### Met1 routing

Supply wires on this layer in gray.
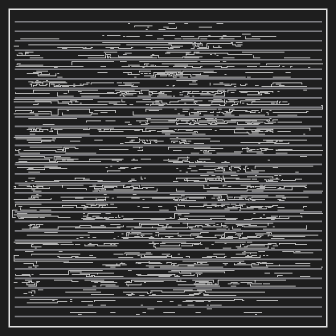
### M2 wires

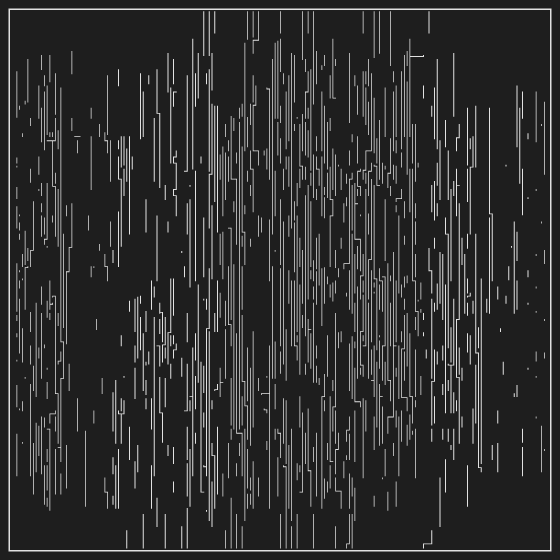
### Signal wires on met3

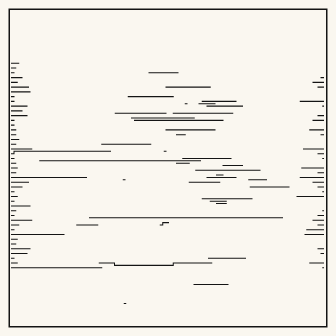
### Clock nets

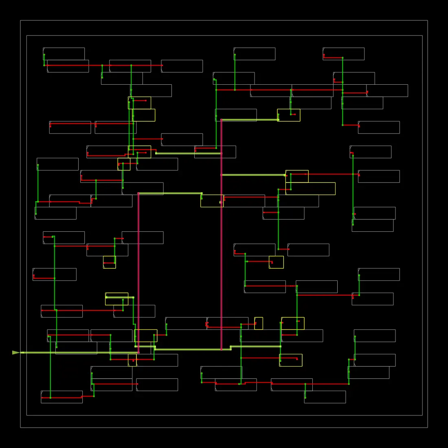
### Signal metal coverage by tile

Scale bar: 20 um. The die is cut into 18 by 18 equal tiles; dark purple is low, yellow is high, scaled to the fullest tile. Values are wire area over tile area, all layers added.
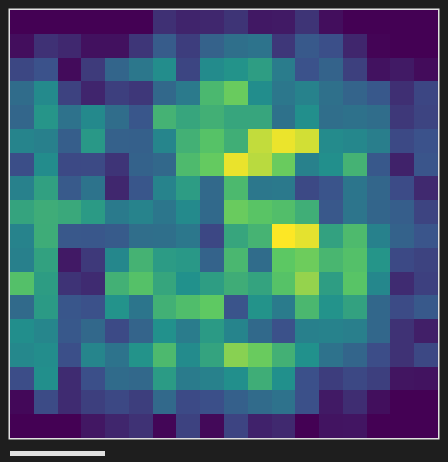
[config.mk]
export PLATFORM = sky130hd
export DESIGN_NAME = fetch_unit_flat
export DESIGN_NICKNAME = d
export VERILOG_FILES = /design/src/rtl/wisc_pkg.sv /design/src/rtl/fetch_unit_if.sv /design/src/rtl/fetch_unit_pc_sel.sv /design/src/rtl/fetch_unit.sv /design/src/flat_wrapper.sv
export SDC_FILE = /design/constraint.sdc
export NUM_CORES = 1
export LEC_CHECK = 0
export CAP_MARGIN = 20
export CORE_UTILIZATION = 48
export DETAILED_ROUTE_END_ITERATION = 10
export MAX_ROUTING_LAYER = met4
export PLACE_DENSITY = 0.8
export SETUP_SLACK_MARGIN = 0.1
export SYNTH_ARGS = -nofsm -noshare
export SYNTH_HDL_FRONTEND = slang
export SYNTH_HIERARCHICAL = 1
export SYNTH_SLANG_ARGS = --single-unit
[constraint.sdc]
create_clock -name clk -period 3.2 [get_ports clk]
set_clock_uncertainty 0.2 [all_clocks]
set_input_delay 0.48 -clock clk [delete_from_list [all_inputs] [get_ports clk]]
set_output_delay 0.48 -clock clk [all_outputs]
set_load 0.01 [all_outputs]
[src/rtl/wisc_pkg.sv]
// Shared WISC definitions: instruction encodings, fetch FSM state codes,
// fetch-unit default vectors and the accept-qualifier bundle for next-PC selection.
package wisc_pkg;

  localparam logic [15:0] NopInstr = 16'h0800;

  localparam logic [4:0] OpHalt = 5'b00000;
  localparam logic [4:0] OpNop  = 5'b00001;
  localparam logic [4:0] OpSiic = 5'b00010;
  localparam logic [4:0] OpRti  = 5'b00011;

  localparam logic [15:0] DefaultResetPc   = 16'h0000;
  localparam logic [15:0] DefaultExcVector = 16'h0002;

  typedef logic [1:0] fetch_state_t;
  localparam fetch_state_t StFetch  = 2'd0;
  localparam fetch_state_t StHold   = 2'd1;
  localparam fetch_state_t StHalted = 2'd2;

  // Control-flow outcomes, already qualified by the accept handshake.
  typedef struct packed {
    logic halt;
    logic siic;
    logic rti;
    logic redirect;
  } fetch_acc_t;

  function automatic logic [15:0] pc_align(input logic [15:0] pc);
    return {pc[15:1], 1'b0};
  endfunction

endpackage

[src/rtl/fetch_unit_if.sv]
// Instruction-memory and decode-side handshake signals of the fetch stage.
interface fetch_unit_if;

  logic        imem_req;
  logic [15:0] imem_addr;
  logic [15:0] imem_rdata;
  logic        imem_done;

  logic [15:0] instr;
  logic [15:0] pc_inc;
  logic        instr_valid;
  logic        id_ready;
  logic        redirect;
  logic [15:0] redirect_pc;
  logic        halt;
  logic        siic;
  logic        rti;
  logic        halted;
  logic [15:0] epc;

  modport master (
    output imem_req, imem_addr, instr, pc_inc, instr_valid, halted, epc,
    input  imem_rdata, imem_done, id_ready, redirect, redirect_pc, halt, siic, rti
  );

  modport slave (
    input  imem_req, imem_addr, instr, pc_inc, instr_valid, halted, epc,
    output imem_rdata, imem_done, id_ready, redirect, redirect_pc, halt, siic, rti
  );

endinterface

[src/rtl/fetch_unit_pc_sel.sv]
// Next-PC priority mux applied when decode accepts the held instruction.
module fetch_pc_sel
  import wisc_pkg::*;
(
  input  fetch_acc_t  acc_i,
  input  logic [15:0] pc_i,
  input  logic [15:0] epc_i,
  input  logic [15:0] redirect_pc_i,
  input  logic [15:0] exc_vector_i,
  output logic [15:0] next_pc_o
);

  logic [15:0] sel_pc;

  always_comb begin
    sel_pc = pc_i;
    if (acc_i.halt) begin
      sel_pc = pc_i;
    end else if (acc_i.siic) begin
      sel_pc = exc_vector_i;
    end else if (acc_i.rti) begin
      sel_pc = epc_i;
    end else if (acc_i.redirect) begin
      sel_pc = redirect_pc_i;
    end
  end

  assign next_pc_o = pc_align(sel_pc);

endmodule

[src/rtl/fetch_unit.sv]
// WISC instruction fetch stage: owns the PC, runs one imem read at a time and
// holds the fetched instruction until decode accepts it.
module fetch_unit
  import wisc_pkg::*;
#(
  parameter logic [15:0] RESET_PC   = DefaultResetPc,
  parameter logic [15:0] EXC_VECTOR = DefaultExcVector
) (
  input logic          clk,
  input logic          rst_n,
  fetch_unit_if.master bus
);

  fetch_state_t state_q, state_d;
  logic [15:0]  pc_q, pc_d;
  logic [15:0]  epc_q, epc_d;
  logic [15:0]  instr_q, instr_d;
  logic [15:0]  pc_inc_q, pc_inc_d;
  logic         instr_valid_q, instr_valid_d;
  logic         halted_q, halted_d;

  logic         accept;
  fetch_acc_t   acc;
  logic [15:0]  sel_pc;
  logic [15:0]  pc_plus2;

  assign accept   = (state_q == StHold) && instr_valid_q && bus.id_ready;
  assign pc_plus2 = pc_q + 16'd2;

  // Outcome flags only matter on the accept cycle.
  assign acc.halt     = accept & bus.halt;
  assign acc.siic     = accept & bus.siic;
  assign acc.rti      = accept & bus.rti;
  assign acc.redirect = accept & bus.redirect;

  fetch_pc_sel u_pc_sel (
    .acc_i         (acc),
    .pc_i          (pc_q),
    .epc_i         (epc_q),
    .redirect_pc_i (bus.redirect_pc),
    .exc_vector_i  (EXC_VECTOR),
    .next_pc_o     (sel_pc)
  );

  always_comb begin
    state_d       = state_q;
    pc_d          = pc_q;
    epc_d         = epc_q;
    instr_d       = instr_q;
    pc_inc_d      = pc_inc_q;
    instr_valid_d = instr_valid_q;
    halted_d      = halted_q;

    case (state_q)
      StFetch: begin
        if (bus.imem_done) begin
          instr_d       = bus.imem_rdata;
          pc_inc_d      = pc_plus2;
          pc_d          = pc_plus2;
          instr_valid_d = 1'b1;
          state_d       = StHold;
        end
      end
      StHold: begin
        if (accept) begin
          instr_valid_d = 1'b0;
          if (acc.halt) begin
            halted_d = 1'b1;
            state_d  = StHalted;
          end else begin
            if (acc.siic) begin
              epc_d = pc_inc_q;
            end
            pc_d    = sel_pc;
            state_d = StFetch;
          end
        end
      end
      default: begin
        // Halted: only reset leaves this state.
        instr_valid_d = 1'b0;
        halted_d      = 1'b1;
      end
    endcase
  end

  always_ff @(posedge clk or negedge rst_n) begin
    if (!rst_n) begin
      state_q       <= StFetch;
      pc_q          <= pc_align(RESET_PC);
      epc_q         <= 16'h0000;
      instr_q       <= NopInstr;
      pc_inc_q      <= 16'h0000;
      instr_valid_q <= 1'b0;
      halted_q      <= 1'b0;
    end else begin
      state_q       <= state_d;
      pc_q          <= pc_d;
      epc_q         <= epc_d;
      instr_q       <= instr_d;
      pc_inc_q      <= pc_inc_d;
      instr_valid_q <= instr_valid_d;
      halted_q      <= halted_d;
    end
  end

  // Gated by rst_n so a read in flight is dropped the instant reset asserts.
  assign bus.imem_req    = rst_n && (state_q == StFetch);
  assign bus.imem_addr   = pc_q;
  assign bus.instr       = instr_q;
  assign bus.pc_inc      = pc_inc_q;
  assign bus.instr_valid = instr_valid_q;
  assign bus.halted      = halted_q;
  assign bus.epc         = epc_q;

endmodule
[src/flat_wrapper.sv]
// flat-port wrapper written by rule: the top's interface ports become plain ports
module fetch_unit_flat import wisc_pkg::*;
#(
  parameter logic [15:0] RESET_PC   = DefaultResetPc,
  parameter logic [15:0] EXC_VECTOR = DefaultExcVector
)
  (clk, rst_n, bus_imem_req, bus_imem_addr, bus_instr, bus_pc_inc, bus_instr_valid, bus_halted, bus_epc, bus_imem_rdata, bus_imem_done, bus_id_ready, bus_redirect, bus_redirect_pc, bus_halt, bus_siic, bus_rti);
  fetch_unit_if bus_i ();
  input logic clk;
  input logic rst_n;
  output wire logic [$bits(bus_i.imem_req)-1:0] bus_imem_req;
  output wire logic [$bits(bus_i.imem_addr)-1:0] bus_imem_addr;
  output wire logic [$bits(bus_i.instr)-1:0] bus_instr;
  output wire logic [$bits(bus_i.pc_inc)-1:0] bus_pc_inc;
  output wire logic [$bits(bus_i.instr_valid)-1:0] bus_instr_valid;
  output wire logic [$bits(bus_i.halted)-1:0] bus_halted;
  output wire logic [$bits(bus_i.epc)-1:0] bus_epc;
  input wire logic [$bits(bus_i.imem_rdata)-1:0] bus_imem_rdata;
  input wire logic [$bits(bus_i.imem_done)-1:0] bus_imem_done;
  input wire logic [$bits(bus_i.id_ready)-1:0] bus_id_ready;
  input wire logic [$bits(bus_i.redirect)-1:0] bus_redirect;
  input wire logic [$bits(bus_i.redirect_pc)-1:0] bus_redirect_pc;
  input wire logic [$bits(bus_i.halt)-1:0] bus_halt;
  input wire logic [$bits(bus_i.siic)-1:0] bus_siic;
  input wire logic [$bits(bus_i.rti)-1:0] bus_rti;
  assign bus_imem_req = bus_i.imem_req;
  assign bus_imem_addr = bus_i.imem_addr;
  assign bus_instr = bus_i.instr;
  assign bus_pc_inc = bus_i.pc_inc;
  assign bus_instr_valid = bus_i.instr_valid;
  assign bus_halted = bus_i.halted;
  assign bus_epc = bus_i.epc;
  assign bus_i.imem_rdata = bus_imem_rdata;
  assign bus_i.imem_done = bus_imem_done;
  assign bus_i.id_ready = bus_id_ready;
  assign bus_i.redirect = bus_redirect;
  assign bus_i.redirect_pc = bus_redirect_pc;
  assign bus_i.halt = bus_halt;
  assign bus_i.siic = bus_siic;
  assign bus_i.rti = bus_rti;
  fetch_unit #(.RESET_PC(RESET_PC), .EXC_VECTOR(EXC_VECTOR)) u_core (.clk(clk), .rst_n(rst_n), .bus(bus_i));
endmodule
==> flow_summary.rst <==
Metrics
=======

.. list-table::
   :header-rows: 1

   * - Metric
     - Value
   * - Result of the run
     - finished clean
   * - Vertical extent of the die
     - 90.40 um
   * - Cell with the biggest individual delay on the critical path
     - nor2_1
   * - Setup repair bufs after CTS
     - 0
   * - Final Max Slew Viols
     - 0
   * - Dominant combinational family
     - simple AND/OR/NAND/NOR gates
   * - Average wire per standard cell
     - between 15 and 20 um
   * - TritonCTS clock tree
     - built
   * - Element type at the critical path end
     - register
   * - Inserted Clock Buffers
     - 9
   * - IO Count
     - 107
   * - Critical setup path kind
     - in2reg
   * - Final wirelength
     - slightly below 10000 um
   * - Combined global-route utilization of all metal layers
     - 0.2615
   * - Post-Place Worst Slack
     - -181.1 ps
   * - Normalized max-slew margin
     - 0.3353
   * - Fraction of registers with async set/reset
     - 1.000
   * - Post-route setup TNS
     - 0 ps
   * - Worst-Margin Slew
     - 995.0 ps
   * - Launch point of the worst path
     - bus_id_ready
Back to the opening pictures, 'Met1 routing':
The longest straight run is 28.1 um. The layer carries 4310 um of wire. The layer holds 44% of the routed length. 469 nets have wire on it.

Back to the opening pictures, 'M2 wires':
The wires run mostly vertical. 441 nets have wire on it. The longest straight run is 51.3 um.

Back to the opening pictures, 'Signal wires on met3':
The layer carries 687 um of wire. The layer holds 7.0% of the routed length. The longest straight run is 55.2 um. The wires run mostly horizontal.

Back to the opening pictures, 'Clock nets':
Clk. pwr: 0.716 mW
total number of clock tree sinks: 68

Back to the opening pictures, 'Signal metal coverage by tile':
The densest ninth of the die: middle. The fullest tile reaches 0.54. 7.1% of the tiles are nearly empty.

-- power by group --
group          internal (mW)  switching, mW
Sequential              1.22          0.405
Combinational           1.11          0.886
Clock                  0.379          0.337
-- cells in the mapped netlist (all sizes together), types with 5 or more instances --
master,n,share of area
nand2,79,0.079
xor2,5,0.012
xnor2,8,0.019
mux2,17,0.061
nand3,7,0.0093
and3,5,0.0083
o21ai,24,0.033
a2bb2oi,5,0.012
buf,20,0.037
nor2b,16,0.027
o21bai,16,0.032
o221a,15,0.045
nor2,11,0.011
a21oi,12,0.017
clkbuf,10,0.010
nor3b,17,0.034
dfrtp,67,0.45
-- flip-flops by register name, indices dropped and copies added (netlist names) --
register and flops:
u_core/bus.epc 16, u_core/bus.pc_inc 16, u_core/bus.halted 1, u_core/bus.imem_addr 16, u_core/bus.instr_valid 1, u_core/bus.instr 16
u_core/state_q 2
-- critical path: cells and delay by family --
kind / cells / cell delay, ps
buf+inv: 2 / 730
compound gates: 3 / 540
simple gates: 5 / 1070
-- cell type report --
class	instances	area, um2	area share
clock inverter	6	63.81	0.01247
tap	99	123.9	0.02421
multi-input combinational	297	1914	0.3742
inverter	3	11.26	0.002201
timing repair buffer	120	1162	0.2272
clock buffer	10	137.6	0.02690
sequential	68	1703	0.3328
-- worst min-delay path by stage --
stage                                                 from                                end  slack (ps)  cells past startpoint
after floorplan                                      rst_n      u_core/bus.epc[0]$_DFFE_PN0P_         -20                      0
after global placement    u_core/bus.instr[11]$_DFFE_PN1P_   u_core/bus.instr[11]$_DFFE_PN1P_         250                      2
after detailed placement  u_core/bus.instr[11]$_DFFE_PN1P_   u_core/bus.instr[11]$_DFFE_PN1P_         260                      2
after CTS                                            rst_n      u_core/bus.epc[7]$_DFFE_PN0P_         230                      2
after global routing                                 rst_n  u_core/bus.pc_inc[11]$_DFFE_PN0P_         280                      2
final                                                rst_n  u_core/bus.pc_inc[11]$_DFFE_PN0P_         200                      2
-- metal layers --
| layer | track usage | wire [um] | vias to the layer above |
|---|---|---|---|
| met1 | 0.3415 | 4314 | 1544 |
| met3 | 0.04040 | 686 | 11 |
| met5 | - | 0 | - |
| li1 | - | - | 1570 |
| met2 | 0.4128 | 4612 | 140 |
| met4 | 0.09677 | 130 | 0 |
-- kinds of logic (layout without fill, tap and decap cells) --
family / Yosys count / count (layout)
DFF: 68 / 68
adders and majority gates: 1 / 1
buffers and inverters: 33 / 139
xor gates and xnor gates: 13 / 13
muxes: 17 / 17
and+or+nand+nor: 161 / 161
other: 3 / 16
AOI/OAI and AO/OA: 89 / 89
-- per-stage QoR --
stage                     instances  hold slack, ps  total power [mW]  utilization  cell area, um2
after global placement          586           245.6             3.553       0.6619            4903
after global routing            603           275.5             4.638       0.6906            5116
after CTS                       602           230.8             4.350       0.6891            5105
after floorplan                 398          -15.59             2.637            -            3800
final                           603           198.7             4.336       0.6906            5116
after detailed placement        586           256.9             3.618       0.6619            4903
No activity file was given, so power comes from the tool's default toggle rates.
